`src/rtl/dmem_lsu_pkg.sv`:
```
// Shared encodings and lane helpers for the data-memory load/store unit.
package dmem_lsu_pkg;

   localparam logic [1:0] SZ_B = 2'b00;
   localparam logic [1:0] SZ_H = 2'b01;
   localparam logic [1:0] SZ_W = 2'b10;
   localparam logic [1:0] SZ_X = 2'b11;

   typedef enum logic [1:0] {
      ST_IDLE,
      ST_ACC0,
      ST_ACC1
   } state_t;

   function automatic logic [2:0] byte_cnt(input logic [1:0] size);
      logic [2:0] n;
      case (size)
         SZ_B:    n = 3'd1;
         SZ_H:    n = 3'd2;
         SZ_W:    n = 3'd4;
         default: n = 3'd0;
      endcase
      return n;
   endfunction

   // Enables span two words: [3:0] first word, [7:4] following word.
   function automatic logic [7:0] byte_en(input logic [1:0] size,
                                          input logic [1:0] off);
      logic [7:0] base;
      case (size)
         SZ_B:    base = 8'h01;
         SZ_H:    base = 8'h03;
         SZ_W:    base = 8'h0F;
         default: base = 8'h00;
      endcase
      return base << off;
   endfunction

endpackage

```
`src/rtl/dmem_lsu_lane_align.sv`:
```
// Combinational byte-lane rotate/merge for stores and
// lane assembly plus sign/zero extension for loads.
module lsu_lane_align
   import dmem_lsu_pkg::*;
(
   input  logic [1:0]  size,
   input  logic [1:0]  off,
   input  logic        uns,
   input  logic        hi,
   input  logic [31:0] old_word,
   input  logic [31:0] wdata,
   input  logic [31:0] word0,
   input  logic [31:0] word1,
   output logic [31:0] st_word,
   output logic [31:0] ld_data
);

   logic [7:0]  be;
   logic [63:0] sdat;
   logic [3:0]  lane_be;
   logic [31:0] lane_d;
   logic [63:0] ldw;

   always_comb begin
      be      = byte_en(size, off);
      sdat    = {32'b0, wdata} << {off, 3'b000};
      lane_be = hi ? be[7:4] : be[3:0];
      lane_d  = hi ? sdat[63:32] : sdat[31:0];
      st_word = old_word;
      for (int i = 0; i < 4; i++) begin
         if (lane_be[i]) st_word[8*i +: 8] = lane_d[8*i +: 8];
      end
   end

   always_comb begin
      ldw = {word1, word0} >> {off, 3'b000};
      unique case (size)
         SZ_B:    ld_data = {{24{~uns & ldw[7]}}, ldw[7:0]};
         SZ_H:    ld_data = {{16{~uns & ldw[15]}}, ldw[15:0]};
         default: ld_data = ldw[31:0];
      endcase
   end

endmodule

```
`src/rtl/dmem_lsu.sv`:
```
// Load/store unit for a word-only data memory.
// MISALIGN_TRAP_EN: misaligned half/word requests return an error.
module dmem_lsu
   import dmem_lsu_pkg::*;
#(
   parameter int MEM_DEPTH = 63
) (
   input  logic        clk,
   input  logic        rst,
   input  logic        req_valid,
   output logic        req_ready,
   input  logic        req_we,
   input  logic [1:0]  req_size,
   input  logic        req_unsigned,
   input  logic [31:0] req_addr,
   input  logic [31:0] req_wdata,
   output logic        resp_valid,
   output logic        resp_err,
   output logic [31:0] resp_rdata,
   output logic [31:0] mem_a,
   output logic [31:0] mem_wd,
   output logic        mem_we,
   input  logic [31:0] mem_rd
);

   state_t      state;
   state_t      next;
   logic        acc;
   logic        last;
   logic        c_err;
   logic        c_cross;
   logic [30:0] idx0;

   logic        r_we;
   logic [1:0]  r_size;
   logic        r_uns;
   logic [31:0] r_addr;
   logic [31:0] r_wdata;
   logic        r_err;
   logic        r_cross;
   logic [31:0] word0_q;

   logic        hi;
   logic [31:0] lw0;
   logic [31:0] lw1;
   logic [31:0] st_word;
   logic [31:0] ld_data;

   assign acc  = req_valid && req_ready;
   assign idx0 = {1'b0, req_addr[31:2]};

`ifdef MISALIGN_TRAP_EN
   logic mis;
   always_comb begin
      mis = ((req_size == SZ_H) && req_addr[0])
         || ((req_size == SZ_W) && (req_addr[1:0] != 2'b00));
      c_cross = 1'b0;
      c_err   = (req_size == SZ_X) || mis
             || (idx0 > 31'(MEM_DEPTH));
   end
`else
   logic [30:0] idx1;
   always_comb begin
      idx1    = idx0 + 31'd1;
      c_cross = (req_size != SZ_X)
             && (({1'b0, req_addr[1:0]} + byte_cnt(req_size)) > 3'd4);
      c_err   = (req_size == SZ_X)
             || (idx0 > 31'(MEM_DEPTH))
             || (c_cross && (idx1 > 31'(MEM_DEPTH)));
   end
`endif

   always_ff @(posedge clk or negedge rst) begin
      if (!rst) state <= ST_IDLE;
      else      state <= next;
   end

   always_comb begin
      next = state;
      case (state)
         ST_IDLE: if (acc) next = ST_ACC0;
`ifdef MISALIGN_TRAP_EN
         ST_ACC0: next = ST_IDLE;
`else
         ST_ACC0: next = r_cross ? ST_ACC1 : ST_IDLE;
`endif
         default: next = ST_IDLE;
      endcase
   end

   always_comb begin
      req_ready = 1'b0;
      mem_a     = 32'b0;
      mem_wd    = 32'b0;
      mem_we    = 1'b0;
      hi        = 1'b0;
      last      = 1'b0;
      case (state)
         ST_IDLE: req_ready = 1'b1;
         ST_ACC0: begin
            mem_a  = {r_addr[31:2], 2'b00};
            mem_wd = st_word;
            mem_we = r_we && !r_err;
            last   = !r_cross;
         end
`ifndef MISALIGN_TRAP_EN
         ST_ACC1: begin
            mem_a  = {r_addr[31:2] + 30'd1, 2'b00};
            mem_wd = st_word;
            mem_we = r_we;
            hi     = 1'b1;
            last   = 1'b1;
         end
`endif
         default: ;
      endcase
   end

   // In ACC1 the first word comes from the capture register.
   assign lw0 = hi ? word0_q : mem_rd;
   assign lw1 = hi ? mem_rd : 32'b0;

   lsu_lane_align u_align (
      .size     (r_size),
      .off      (r_addr[1:0]),
      .uns      (r_uns),
      .hi       (hi),
      .old_word (mem_rd),
      .wdata    (r_wdata),
      .word0    (lw0),
      .word1    (lw1),
      .st_word  (st_word),
      .ld_data  (ld_data)
   );

   always_ff @(posedge clk or negedge rst) begin
      if (!rst) begin
         r_we       <= 1'b0;
         r_size     <= SZ_B;
         r_uns      <= 1'b0;
         r_addr     <= 32'b0;
         r_wdata    <= 32'b0;
         r_err      <= 1'b0;
         r_cross    <= 1'b0;
         word0_q    <= 32'b0;
         resp_valid <= 1'b0;
         resp_err   <= 1'b0;
         resp_rdata <= 32'b0;
      end else begin
         if (acc) begin
            r_we    <= req_we;
            r_size  <= req_size;
            r_uns   <= req_unsigned;
            r_addr  <= req_addr;
            r_wdata <= req_wdata;
            r_err   <= c_err;
            r_cross <= c_cross && !c_err;
         end
         if (state == ST_ACC0) word0_q <= mem_rd;
         resp_valid <= last;
         resp_err   <= last && r_err;
         resp_rdata <= (last && !r_we && !r_err) ? ld_data : 32'b0;
      end
   end

endmodule

```
`config.mk`:
```
export PLATFORM = sky130hd
export DESIGN_NAME = dmem_lsu
export DESIGN_NICKNAME = d
export VERILOG_FILES = /design/src/rtl/dmem_lsu_pkg.sv /design/src/rtl/dmem_lsu_lane_align.sv /design/src/rtl/dmem_lsu.sv
export SDC_FILE = /design/constraint.sdc
export NUM_CORES = 1
export LEC_CHECK = 0
export CAP_MARGIN = 30
export CORE_UTILIZATION = 51
export CTS_CLUSTER_DIAMETER = 100
export DETAILED_ROUTE_END_ITERATION = 8
export PLACE_DENSITY = 0.9
export SYNTH_ARGS = -nofsm -noshare
export SYNTH_HDL_FRONTEND = slang
export SYNTH_SLANG_ARGS = --single-unit
```
`constraint.sdc`:
```
create_clock -name clk -period 3.09 [get_ports clk]
set_input_delay 0.4635 -clock clk [delete_from_list [all_inputs] [get_ports clk]]
set_output_delay 0.4635 -clock clk [all_outputs]
set_load 0.01 [all_outputs]
```
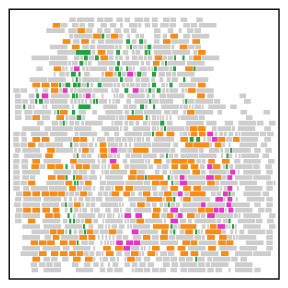
Run 1: gate families picked out
Drawn at 2 px/um.
magenta -> non-inverting ao/oa cells  # cells 38, most used o21a_1
green -> nand cells  # cells 96, most used nand2_1
orange -> mux cells  # cells 172, most used mux2_2

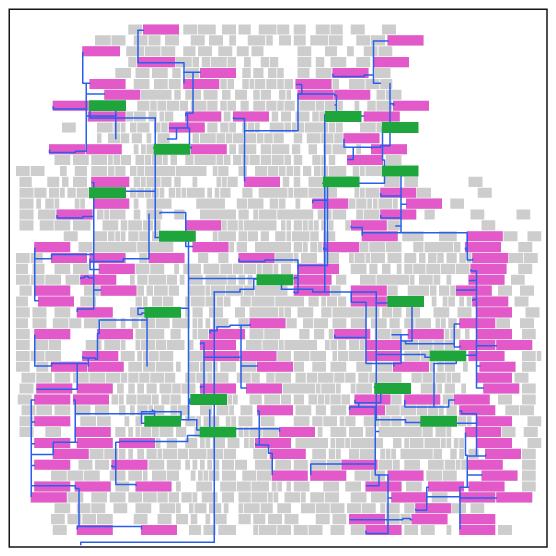
Run 1: routed clock nets over the placement
Drawn at 4 px/um.
magenta -> flip-flops  # count 138
green -> clock-net drivers  # count 17
blue -> clock wires  # length 1730 um
routed clock nets = 18

==> flow_summary.json, run 1 <==
{
  "cts-htree-levels": 4,
  "cts_buffers": 17,
  "chipArea_um2": 18000,
  "tritoncts": "done",
  "intPower_uw": 6730,
  "ys_types": 68,
  "area_growth_pct": 35.4,
  "post-cts-setup-buffers": 8,
  "cts-hold-fix-buffers": 0,
  "simple_gate_area_share_pct": 14.0,
  "timing.fmax_ghz": 0.331,
  "skew_ns": 0.00983,
  "reg2regPathDepth": 9,
  "pwr-share-comb_pct": 54.1,
  "fp-row-count": 47,
  "syn_inst": 905,
  "ys_top_logic_family": "multiplexers",
  "setup_viol": 0,
  "antenna_found_initial": 0,
  "place.gp.congestion": 0.950,
  "ys_sh_adder_pct": 1.77,
  "routed_wl_mm": 28.1,
  "largestClassByArea": "multi-input combinational cells",
  "synth.most_common_cell": "dfrtp_1",
  "hold_viol": 0,
  "pin_count": 203,
  "clock_tree.root_cell": "clkbuf_16",
  "status": "finished clean",
  "grt_pass1_wl_mm": 44.4,
  "tool_warnings": 32,
  "p_clk_share_pct": 17.6,
  "p_leak_uw": 0.00520,
  "crit_required_ns": 2.63,
  "layout_top_cells": "clkdlybuf4s50_1 (145), dfrtp_1 (132), mux2_2 (116), nor2_1 (99), nand2_1 (58)",
  "endpoint_kind": "output port",
  "synth.top_cell.area_share_pct": 38.8,
  "p_per_area_nw_per_um2": 976,
  "drv_slew": 0,
  "synthArstFlopShare_pct": 100,
  "die_y_um": 134,
  "fin_crit_ns": 3.03,
  "drt_iter0_markers": 922,
  "path_clk_slew_ns": 0.07,
  "p_switching_uw": 5030,
  "clk-insertion-delay-late_ns": 0.43,
  "synthMuxAreaShare_pct": 22.1,
  "comb_area_um2": 5210,
  "cts_resized": 76,
  "seq_area_um2": 3460,
  "synthAoiAreaFrac_pct": 18.3,
  "avgSynthCellArea_um2": 9.83,
  "worst_pin_slew_ns": 0.717,
  "synthTopCellsByArea": "dfrtp_1 (39%), mux2_2 (15%), mux2i_1 (5.3%)",
  "inv_count": 27,
  "grt.total_usage_pct": 31.7,
  "clockBufferCount": 19,
  "ys_warn_count": 0,
  "peakVddDrop_v": 0.000721,
  "netSwitchingFraction_pct": 42.8,
  "ys.flop_type": "dfrtp_1",
  "finalCritPeriodShare_pct": 97.9,
  "slew_headroom_pct": 52.1,
  "clock_path_buffers": 2,
  "grt_pass1_vias": 8128,
  "coreArea_um2": 16800,
  "synth-edff-count": 0,
  "first_pass_iters": 7,
  "startpoint_type": "flop",
  "drive_gt1_share_pct": 24.4,
  "drc": 0,
  "num_tap_cells": 220,
  "cap_violations": 0,
  "fin_util_pct": 71.6,
  "ys_area_um2": 8900,
  "final_common_cell": "clkdlybuf4s50_1",
  "vias_per_cell": 6.39,
  "portBuffers": 200,
  "antenna_cells": 0,
  "top_area_cell": "dfrtp_1",
  "nMultiInputCombCells": 673,
  "post-dp-hpwl_mm": 19.8,
  "grt_overflow": 0
}
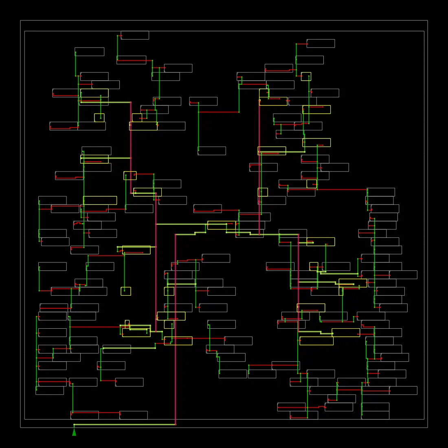
Run 1: clock routing
CTS sink cnt: 138
Seq cells: 138

[run 1: worst paths after layout]
path	from	to	slack, ns
setup / recovery	state[0]	mem_wd[18]	0.06
hold / removal	rst	r_wdata[10]	0.02
setup reg to reg	state[0]	resp_rdata[20]	0.24
hold reg to reg	word0_q[4]	word0_q[4]	0.51
max in group asynchronous	rst	resp_rdata[15]	2.30
min in group clk	word0_q[4]	word0_q[4]	0.51
[run 1: critical path, cell delays in order (launching register included)]
cell,delay [ns]
dfrtp_1,0.39
inv_1,0.09
ha_2,0.24
buf_4,0.20
a31oi_1,0.11
o22ai_2,0.25
buf_4,0.21
nor2_1,0.05
a211oi_1,0.26
clkdlybuf4s15_1,0.33
[run 1: power groups by stage]
stage          Combinational, uW  Sequential (uW)  Clock, uW
2_1_floorplan               4080             2990          0
3_3_place_gp                5850             3200          0
3_5_place_dp                6000             3260          0
4_1_cts                     6160             3270       2070
5_1_grt                     6780             3430       2160
6_report                    6370             3330       2070
[run 1: sequential cells by signal (all words and copies together) (netlist names), 2 cells and up]
name / cells
state: 2
resp_rdata: 32
r_size: 2
word0_q: 32
r_wdata: 32
r_addr: 32
[run 1: routing by layer]
layer / track usage [%] / vias to the layer above / share of wire, %
met4: 13.1 / 0 / 3.5
met1: 43.7 / 4158 / 40
met3: 6.39 / 90 / 10
li1: - / 3768 / -
met2: 48.9 / 577 / 47
met5: 0 / - / 0
[run 1: metrics by stage]
step                std cells  setup TNS, ns  setup WS [ns]  area, um^2
floorplan                 906              0          0.501        8900
global placement         1302              0          0.141       11200
detailed placement       1302              0         0.0305       11200
CTS                      1342              0        0.00489       12000
global route             1344        -0.0115       -0.00573       12100
finish                   1344              0         0.0650       12100
Run 1, signal wires by layer:
Drawn at 2 px/um.
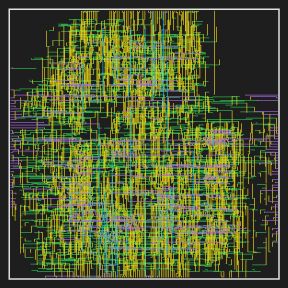

==> run 2: changes to the inputs <==
--- a/config.mk
+++ b/config.mk
@@ -10,6 +10,7 @@
 export CTS_CLUSTER_DIAMETER = 100
 export DETAILED_ROUTE_END_ITERATION = 8
 export PLACE_DENSITY = 0.9
+export SKIP_LAST_GASP = 1
 export SYNTH_ARGS = -nofsm -noshare
 export SYNTH_HDL_FRONTEND = slang
 export SYNTH_SLANG_ARGS = --single-unit
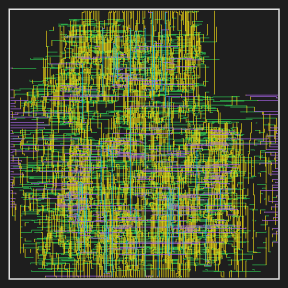
Run 2: signal wires by layer
Drawn at 2 px/um.
yellow -> M2  # wire length 13200 um
purple -> M3  # wire length 2750 um
green -> M1  # wire length 11300 um
cyan -> M4  # wire length 1040 um

==> run 2 against run 1 <==
The run now ends with negative setup slack left. Clock power about the same. Sequential cell count unchanged. First-iteration DRC count up 13%. Critical path depth down 3. Sequential share of layout area down 0.15 points. Critical path type unchanged. Count of clock-buffer cells in the layout unchanged. Via count down 0.26%.
==> flow_summary.json, run 2 <==
{
  "crit_chain": "nand4_4 -> nor4_4 -> nand2_2 -> or4b_1 -> nand2_1 -> clkdlybuf4s50_1",
  "first_pass_iters": 6,
  "grt.total_usage_pct": 31.7,
  "routed_wl_mm": 28.2,
  "clock_tree.root_cell": "clkbuf_16",
  "cts_num_sinks": 138,
  "drive_gt1_share_pct": 25.3,
  "setup_slack_ns": -0.0435,
  "reg2reg_slack_ns": 0.22,
  "skew_ns": 0.00862,
  "timing.fmax_ghz": 0.319,
  "seq_area_um2": 3470,
  "p_per_area_nw_per_um2": 976,
  "coreArea_um2": 16800,
  "placement.cell_area_um2": 11200,
  "area_growth_pct": 36.3,
  "avgSynthCellArea_um2": 9.83,
  "ys_area_um2": 8900,
  "vias_per_cell": 6.34,
  "drv_slew": 0,
  "ys_types": 68,
  "die_y_um": 134,
  "tool_warnings": 34,
  "synth.most_common_cell": "dfrtp_1",
  "synthTopCellsByArea": "dfrtp_1 (39%), mux2_2 (15%), mux2i_1 (5.3%)",
  "design_area_um2": 12100,
  "synth-edff-count": 0,
  "antenna_cells": 0,
  "finalCritPeriodShare_pct": 101,
  "cts-htree-levels": 4,
  "synthAoiAreaFrac_pct": 18.3,
  "antenna_found_initial": 0,
  "critPathLaunch": "r_addr[11]",
  "cap_violations": 0,
  "comb_area_um2": 5210,
  "synthArstFlopShare_pct": 100,
  "ys.flop_type": "dfrtp_1",
  "path_depth": 6,
  "synthMuxAreaShare_pct": 22.1,
  "portBuffers": 200,
  "setup_viol": 1,
  "clk-insertion-delay-late_ns": 0.43,
  "critPathMaxStageDelay_ns": 0.53,
  "cts_buffers": 17,
  "crit_required_ns": 2.63,
  "drt_iter0_markers": 1042,
  "pin_count": 203,
  "grt_overflow": 0,
  "synth.top_cell.area_share_pct": 38.8,
  "ys_warn_count": 0,
  "cp_slowest_cell": "clkdlybuf4s50_1",
  "status": "complete, but fails checks",
  "startpoint_type": "flop",
  "grt_pass1_vias": 8120,
  "ys_sh_adder_pct": 1.77,
  "syn_inst": 905,
  "worst_pin_slew_ns": 0.712,
  "simple_gate_area_share_pct": 14.0,
  "peakVddDrop_v": 0.000713,
  "post-dp-hpwl_mm": 19.8,
  "p_leak_uw": 0.00530,
  "chipArea_um2": 18000,
  "tritoncts": "done",
  "reg2regPathDepth": 9,
  "hold_viol": 0,
  "fp-row-count": 47,
  "path_clk_slew_ns": 0.07,
  "endpoint_kind": "output port",
  "fin_crit_ns": 3.13,
  "grt_pass1_wl_mm": 44.4,
  "final_common_cell": "clkdlybuf4s50_1",
  "violations": "negative setup slack",
  "cp_top_family": "simple AND/OR/NAND/NOR gates",
  "r2r-start": "state[0]"
}
-- run 2: netlist changes by cell type in the layout (fill, tap and decap cells not counted), moves of 3 or more --
cell / change
dfrtp_1: -3
dfrtp_2: +3
buf_4: +7
dlymetal6s2s_1: +6
dlygate4sd2_1: -6
-- run 2: through the flow --
stage	instances	worst slack, ns	TNS, ns	util (%)
2_1_floorplan	906	0.501	0	-
3_3_place_gp	1302	0.141	0	66.8
3_5_place_dp	1302	0.0305	0	66.8
4_1_cts	1342	-0.123	-0.473	71.2
5_1_grt	1351	-0.149	-0.588	72.1
6_report	1351	-0.0435	-0.0435	72.1
-- run 2: path summary, 6_finish.rpt --
kind                                       end
worst min-delay path               r_wdata[10]
min in group clk                    word0_q[4]
worst max register to register  resp_rdata[20]
max in group asynchronous       resp_rdata[15]
worst max-delay path                 mem_a[24]
worst min register to register      word0_q[4]
-- run 2: layout make-up --
cell class	count	area share [%]
Sequential cell	138	28.6
Inverter	27	0.836
Tap cell	220	2.27
Clock inverter	13	1.30
Clock buffer	19	3.57
Multi-Input combinational cell	673	43.0
Timing Repair Buffer	261	20.5
-- run 2: what timing repair did --
| item | CTS | global route |
|---|---|---|
| pin swaps | 5 | 3 |
| buffers inserted | 8 | 9 |
| resized | 65 | 45 |
| hold buffers | 0 | 0 |
| endpoints found under the setup margin | 55 | 38 |
-- run 2: metal layers --
layer | up-vias | part of all wire, % | global-route usage (%)
li1 | 3773 | - | -
met1 | 4137 | 40 | 43.7
met2 | 564 | 47 | 48.8
met3 | 97 | 9.7 | 6.35
met4 | 0 | 3.7 | 13.1
met5 | - | 0 | 0
-- run 2: power breakdown --
part           internal [uW]  switching [uW]  leakage, uW  total (uW)
clock                   1210             846     0.000286        2060
combinational           3080            3370      0.00333        6460
sequential              2520             810      0.00168        3330
Run 2, clock routing:
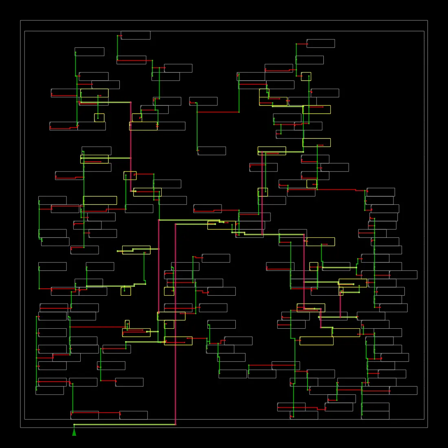

==> run 3: changes to the inputs <==
--- a/config.mk
+++ b/config.mk
@@ -6,7 +6,9 @@
 export NUM_CORES = 1
 export LEC_CHECK = 0
 export CAP_MARGIN = 30
-export CORE_UTILIZATION = 51
+export CELL_PAD_IN_SITES_DETAIL_PLACEMENT = 0
+export CELL_PAD_IN_SITES_GLOBAL_PLACEMENT = 1
+export CORE_UTILIZATION = 39
 export CTS_CLUSTER_DIAMETER = 100
 export DETAILED_ROUTE_END_ITERATION = 8
 export PLACE_DENSITY = 0.9
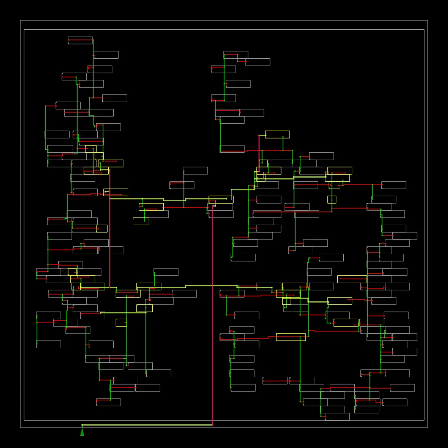
Run 3: clock routing
P_clk: 2150 uW
later-pin clock latency in the skew report: 0.43 ns

==> run 3 against run 2 <==
The run now ends clean. Combinational power about the same. Utilization decreased by 17 points. Via count down 5.2%. Sequential share of layout area fell by 0.40 points. First-iteration DRC count down 27%. Setup slack better by 0.12 ns. Clock power is 4% higher. Power rose by 0.36%. Worst hold slack better by 0.0087 ns. Clock skew is 0.0098 ns higher. Sequential power decreased by 2%. Critical path type unchanged. Largest cell class unchanged. Largest power group unchanged.
==> flow_summary.json, run 3 <==
{
  "p_per_area_nw_per_um2": 968,
  "cts_buffers": 17,
  "p_leak_uw": 0.00532,
  "ys_top_logic_family": "multiplexers",
  "critPathMaxStageDelay_ns": 0.42,
  "drc": 0,
  "drt_iter0_markers": 762,
  "synth-xor-area-share_pct": 0.295,
  "placement.cell_area_um2": 11400,
  "ys_cells": 905,
  "hp-class": "in2async",
  "grt.total_usage_pct": 23.9,
  "crit_chain": "inv_2 -> ha_4 -> buf_4 -> buf_8 -> and2_1 -> nand2_1 -> o21ai_4 -> buf_6 -> buf_4 -> o211a_1 -> dlygate4sd2_1",
  "slew_headroom_pct": 59.2,
  "pin_count": 203,
  "coreArea_um2": 22100,
  "crit_type": "reg2out",
  "synthTopCellsByArea": "dfrtp_1 (39%), mux2_2 (15%), mux2i_1 (5.3%)",
  "startpoint_type": "flop",
  "clock_tree.root_cell": "clkbuf_16",
  "final_common_cell": "clkdlybuf4s50_1",
  "chipArea_um2": 23400,
  "layout_top_cells": "clkdlybuf4s50_1 (144), dfrtp_1 (135), mux2_2 (116), nor2_1 (99), nand2_1 (57)",
  "path_clk_slew_ns": 0.06,
  "synth.most_common_cell": "dfrtp_1",
  "cts-hold-fix-buffers": 0,
  "finalCritPeriodShare_pct": 97.5,
  "synthArstFlopShare_pct": 100,
  "timing.fmax_ghz": 0.332,
  "syn_inst": 905,
  "cp_slowest_cell": "dfrtp_1",
  "dp_cells": 1369,
  "synthAoiAreaFrac_pct": 18.3,
  "power_uw": 11900,
  "ys_sh_adder_pct": 1.77,
  "fin_crit_ns": 3.01,
  "grt_pass1_wl_mm": 43.8,
  "cp.arrival_ns": 2.55,
  "status": "finished clean",
  "first_pass_iters": 7,
  "die_x_um": 153,
  "ys_area_um2": 8900,
  "crit_top_cell": "buf_4",
  "crit_required_ns": 2.63,
  "drv_slew": 0,
  "endpoint_kind": "output port",
  "clock_path_buffers": 2,
  "synthMuxAreaShare_pct": 22.1,
  "r2r-start": "state[0]",
  "antenna_found_initial": 1,
  "final_antenna_net_count": 0,
  "grt_start_max_net_pins": 66,
  "synth-edff-count": 0,
  "tool_warnings": 34,
  "fin_util_pct": 55.5,
  "area_growth_pct": 37.9,
  "critPathLaunch": "state[0]",
  "vias_per_cell": 5.74,
  "tns_ns": 0,
  "cp_max_fo": 12,
  "place.gp.congestion": 0.903,
  "cap_violations": 0,
  "grt_pass1_vias": 7580,
  "simple_gate_area_share_pct": 14.0,
  "ys.flop_type": "dfrtp_1",
  "post-dp-hpwl_mm": 20.5,
  "rsz0062_at_grt": "true",
  "ys_types": 68,
  "fp-row-count": 54,
  "nFillCells": 1876,
  "hold_viol": 0,
  "skew_ns": 0.0184,
  "drive_gt1_share_pct": 25.6,
  "grt_overflow": 0,
  "ys_warn_count": 0,
  "portBuffers": 200,
  "peakVddDrop_v": 0.000511,
  "fp_util_pct": 40.3,
  "avgSynthCellArea_um2": 9.83,
  "synth_flop_count": 138,
  "vias": 8127,
  "worst_pin_slew_ns": 0.613,
  "fin_cells": 1416,
  "nNetsFinal": 1237,
  "synth.top_cell.area_share_pct": 38.8,
  "tritoncts": "done",
  "top_area_cell": "dfrtp_1",
  "common_cells": "dfrtp_1 (138), mux2_2 (116), nor2_1 (99)",
  "routedWlPerCell_um": 19.5,
  "setup_viol": 0,
  "cts_num_sinks": 138,
  "synth-seq-area-share_pct": 38.8,
  "die_y_um": 153,
  "design_area_um2": 12300,
  "cts-htree-levels": 4,
  "routed_wl_mm": 27.6
}
-- run 3: power breakdown --
group	total, uW	switching [uW]	internal, uW
Clock	2150	906	1240
Sequential	3280	771	2510
Combinational	6460	3350	3110
-- run 3: through the flow --
stage                     setup WS [ns]  hold WS, ns
after floorplan                   0.501        0.168
after global placement            0.102        0.485
after detailed placement         0.0419        0.494
after CTS                        -0.201       0.0485
after global routing            -0.0465       0.0630
final                            0.0761       0.0323
-- run 3: path summary, 6_finish.rpt --
check | end | slack (ns) | cells past startpoint
min in group clk | word0_q[6] | 0.51 | 1
worst max register to register | resp_rdata[31] | 0.40 | 10
worst min-delay path | r_wdata[27] | 0.03 | 1
worst min register to register | word0_q[6] | 0.51 | 1
worst max-delay path | mem_wd[12] | 0.08 | 11
max in group asynchronous | r_addr[1] | 2.31 | 2
-- run 3: timing repair --
action,CTS,global route
resized,63,64
setup buffers,7,7
endpoints found under the setup margin,54,36
hold endpoints to repair,0,0
pin swaps,3,7
-- run 3: worst max-delay path: cells and delay by family, from the launching register on --
kind / cells / cell delay [ns]
simple gates: 2 / 0.26
fa+ha+maj: 1 / 0.18
flops: 1 / 0.42
compound gates: 2 / 0.30
buf+inv: 6 / 0.97
-- run 3: routing by layer --
metal | wire length (um) | part of all wire (%) | track usage [%]
met5 | 0 | 0 | 0
met1 | 12500 | 45 | 34.5
met3 | 1810 | 6.6 | 4.54
met4 | 486 | 1.8 | 6.30
met2 | 12800 | 46 | 36.7
-- run 3: layout make-up --
class	instances	area [um^2]	share of cell area, %
multi-input cells	673	5210	42.5
repair buffers	265	2520	20.5
clock buffers	17	425	3.47
inverters	27	101	0.826
well taps	280	350	2.85
diodes	1	2.50	0.0204
clock inverters	15	199	1.62
flip-flops and latches	138	3460	28.2
Power figures rest on the tool's default switching activity, not on a simulated workload.
